==> config.mk <==
export PLATFORM = sky130hd
export DESIGN_NAME = nn_window_gen
export DESIGN_NICKNAME = d
export VERILOG_FILES = /design/src/rtl/nn_window_gen.sv
export SDC_FILE = /design/constraint.sdc
export NUM_CORES = 1
export LEC_CHECK = 0
export CORE_ASPECT_RATIO = 1.25
export CORE_MARGIN = 3
export CORE_UTILIZATION = 37
export DETAILED_ROUTE_END_ITERATION = 10
export PLACE_DENSITY = 0.59
export SYNTH_ARGS = -nofsm -noshare
export SYNTH_HDL_FRONTEND = slang
export SYNTH_SLANG_ARGS = --single-unit
==> constraint.sdc <==
create_clock -name clk -period 3.05 [get_ports clk]
set_input_delay 0.7625 -clock clk [delete_from_list [all_inputs] [get_ports clk]]
set_output_delay 0.7625 -clock clk [all_outputs]
set_load 0.01 [all_outputs]
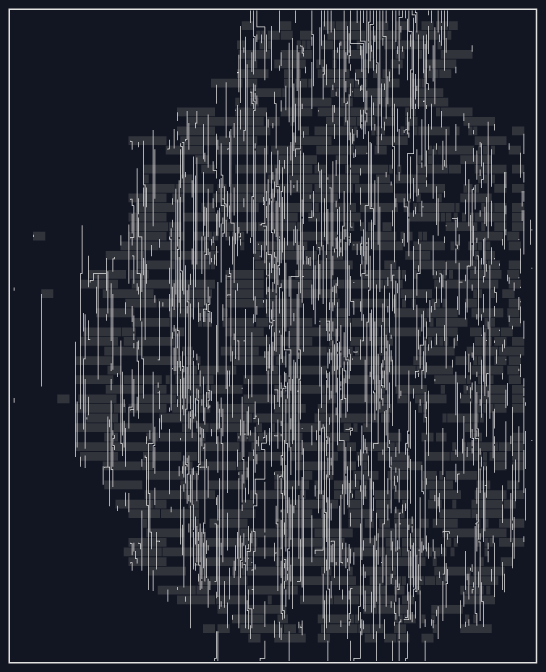
*Metal 2, run 1*
Cells faint in the background.
nets with wire on the layer = 673
longest straight run = 67.1 um
wire length on this layer = 11200 um
total number of vias: 5933
met2 Use GR: 0.275
final wirelength: 22600 um

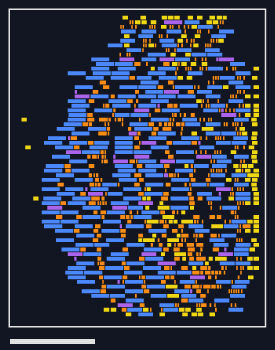
*Placement by cell class, run 1*
Bar = 50 um.
registers -> blue  # cells 239, share of their area 58%
clock drivers and dummy loads -> purple  # cells 41, share of their area 6.2%
remaining logic cells -> orange  # cells 444, share of their area 23%
remaining buffers and delay cells -> yellow  # cells 136, share of their area 13%
core area: 25300 um2
flop share of the area: 0.563
Final Cell Area: 11900 um2

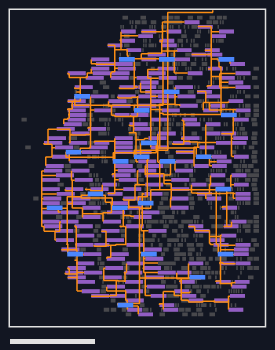
*Clock network drawn from the DEF, run 1*
Bar = 50 um.
clock wires -> orange  # length 2740 um
flip-flops -> purple  # count 239
clock-net drivers -> blue  # count 23
routed clock nets = 24
flops lie = spread over the die
clk_skew: 0.00918 ns
clk ins delay skew pair: 0.50 ns
Power Clock: 2.72 mW

==> results_slide.txt, run 1 <==
Physical Implementation Snapshot

Outcome
  – Status: finished, final reports clean

Finish
  – Flop count: 239
  – CLK BUF: 29
  – Final Util: 0.471
  – Fin cells: 1195
  – Filler instances: 2257
  – Non-clk bufs: approximately 140

Synth
  – Top cells, area: edfxtp_1 (45%), dfrtp_1 (25%), nand2_1 (8.8%), mux2i_1 (4.9%), mux2_2 (1.7%)
  – Yosys Instances: slightly above 700
  – Post-synth regs: between 200 and 250
  – Syn nets: 745

Placed design
  – Post-detail-place hpwl: between 10000 and 15000 um
  – Placer Congestion: about 0.8
  – DP Cell Count: about 1200

Final timing
  – Slew @ Worst Pin: 0.516 ns
  – Slew HR: 0.655
  – Fin crit share: 0.878
  – Setup violators final: 0
  – Period minus WS final: around 2.7 ns
  – Setup TNS: 0 ns

Global route
  – Largest net degree at the start of global routing: approximately 78
  – Global Route met1 Usage: 0.218
  – Met3 Use GR: 0.0210

Die
  – Total die size: ~28000 um2
  – Die X-Extent: 149 um
  – Io pins: 104

Power
  – Pwr dens: around 660 nW/um2

CTS
  – Sinks on Clock Net: about 240
  – Clock buffer depth: 3
  – CTS tree: done
  – CTS resizes: 0

Hold path
  – Tightest Hold Check Type: in2async

Worst setup path
  – Reg2reg path depth: 4
  – Data arrival, critical path: around 1.9 ns
  – Crit-path max FO: 5
  – Worst EP required: ~2.3 ns

Routing
  – Met1 Routed Length: 9800 um
  – Routed vias/inst: around 5.0
[run 1: critical path, stage by stage]
cell,delay [ns]
clkdlybuf4s50_1,0.46
nand2b_4,0.15
clkdlybuf4s50_1,0.54
[run 1: report_power, final]
group | switching [mW] | leakage [nW] | internal [mW]
sequential | 0.174 | 2.47 | 3.73
clock | 1.15 | 0.345 | 1.57
combinational | 0.622 | 2.03 | 0.550
total | 1.95 | 4.84 | 5.86
[run 1: cells by family after synthesis]
kind of cell	after synthesis	share of synthesized area
and+or+nand+nor	271	0.117
adders and majority gates	8	0.0105
buffers and inverters	56	0.0289
muxes	62	0.0672
AOI/OAI and AO/OA	84	0.0695
xor gates and xnor gates	3	0.00276
DFF	239	0.704
==> run 1 -> run 2 <==
- CORE_MARGIN: 3 -> unset
- PLACE_DENSITY: 0.59 -> 0.61
- clock period: 3.05 -> 2.3 ns (I/O delays scaled with it)
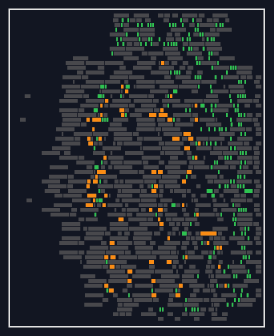
*Gate-type map, run 2*
nand cells -> green  # cells 237, most used nand2_1
aoi and oai cells -> orange  # cells 73
most frequent logic cell in the layout: nand2_1
fin cells: 1245

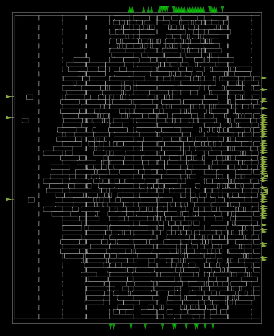
*Cell placement, run 2*
flop share of the area: 0.541
tapcell count: 335

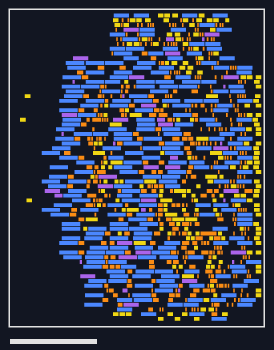
*Placement by cell class, run 2*
Bar = 50 um.
remaining logic cells -> orange  # cells 444, share of their area 22%
registers -> blue  # cells 239, share of their area 56%
remaining buffers and delay cells -> yellow  # cells 185, share of their area 16%
clock drivers and dummy loads -> purple  # cells 42, share of their area 6.3%
Final Cell Area: 12400 um2
# rows: 65
Final Util: 0.490

==> results_slide.txt, run 2 <==
Physical Implementation Snapshot

Outcome
  – Status: finished, final reports clean

Routing
  – Met1 Routed Length: about 10000 um

Power
  – Pwr dens: 860 nW/um2
  – P_seq: between 5 and 6 mW
  – Combinational power: between 1.5 and 2 mW
  – Power Clock: about 3.7 mW
  – P_sw: 2.63 mW
  – Cell internal pwr: between 8 and 9 mW
  – Sw frac: 0.247

CTS
  – Clk ins delay skew pair: ~0.52 ns
  – Clock buffer depth: 3

Die
  – Total die size: 26400 um2
  – Die X-Extent: 145 um
  – Io pins: 104

Global route
  – Met3 Use GR: 0.0192
  – Met2 Use GR: 0.308

Final timing
  – Clk_skew: around 0.010 ns
  – Period minus WS final: 2.26 ns
  – Setup TNS: 0 ns
  – Setup violators final: 0

Placed design
  – Post-detail-place hpwl: between 15000 and 20000 um
  – DP Cell Count: around 1200

Synth
  – Syn nets: 745
  – Yosys Instances: 723
  – Adder Area Share: 0.0105
  – Simple-Gate Area Share: 0.117
  – Post-Synth AOI/OAI Area: 0.0695

Worst setup path
  – Worst EP required: around 1.7 ns
  – Crit-path slowest cell: clkdlybuf4s50_1
  – Reg2reg path depth: 5
  – Crit-path max FO: 3

Finish
  – Flop count: around 240

Hold path
  – Tightest Hold Check Type: in2async
## run 2: netlist changes by cell type in the layout (fill, tap and decap cells not counted)
| cell | before | now |
|---|---|---|
| buf_4 | 21 | 65 |
| buf_12 | 13 | 18 |
| nor2_1 | 20 | 16 |
| nor2_2 | 0 | 4 |
| clkbuf_8 | 1 | 4 |
| clkinv_1 | 5 | 2 |
| clkbuf_1 | 5 | 6 |
| clkinv_4 | 0 | 1 |
| clkinvlp_2 | 1 | 0 |
| clkinvlp_4 | 1 | 0 |
| inv_6 | 0 | 1 |
| o311ai_2 | 1 | 0 |
| o311ai_4 | 0 | 1 |
## run 2: critical path, delay by kind of cell
| family | cells | cell delay, ns |
|---|---|---|
| buffers and inverters | 2 | 0.99 |
| AND/OR/NAND/NOR | 1 | 0.13 |
Power figures rest on the tool's default switching activity, not on a simulated workload.
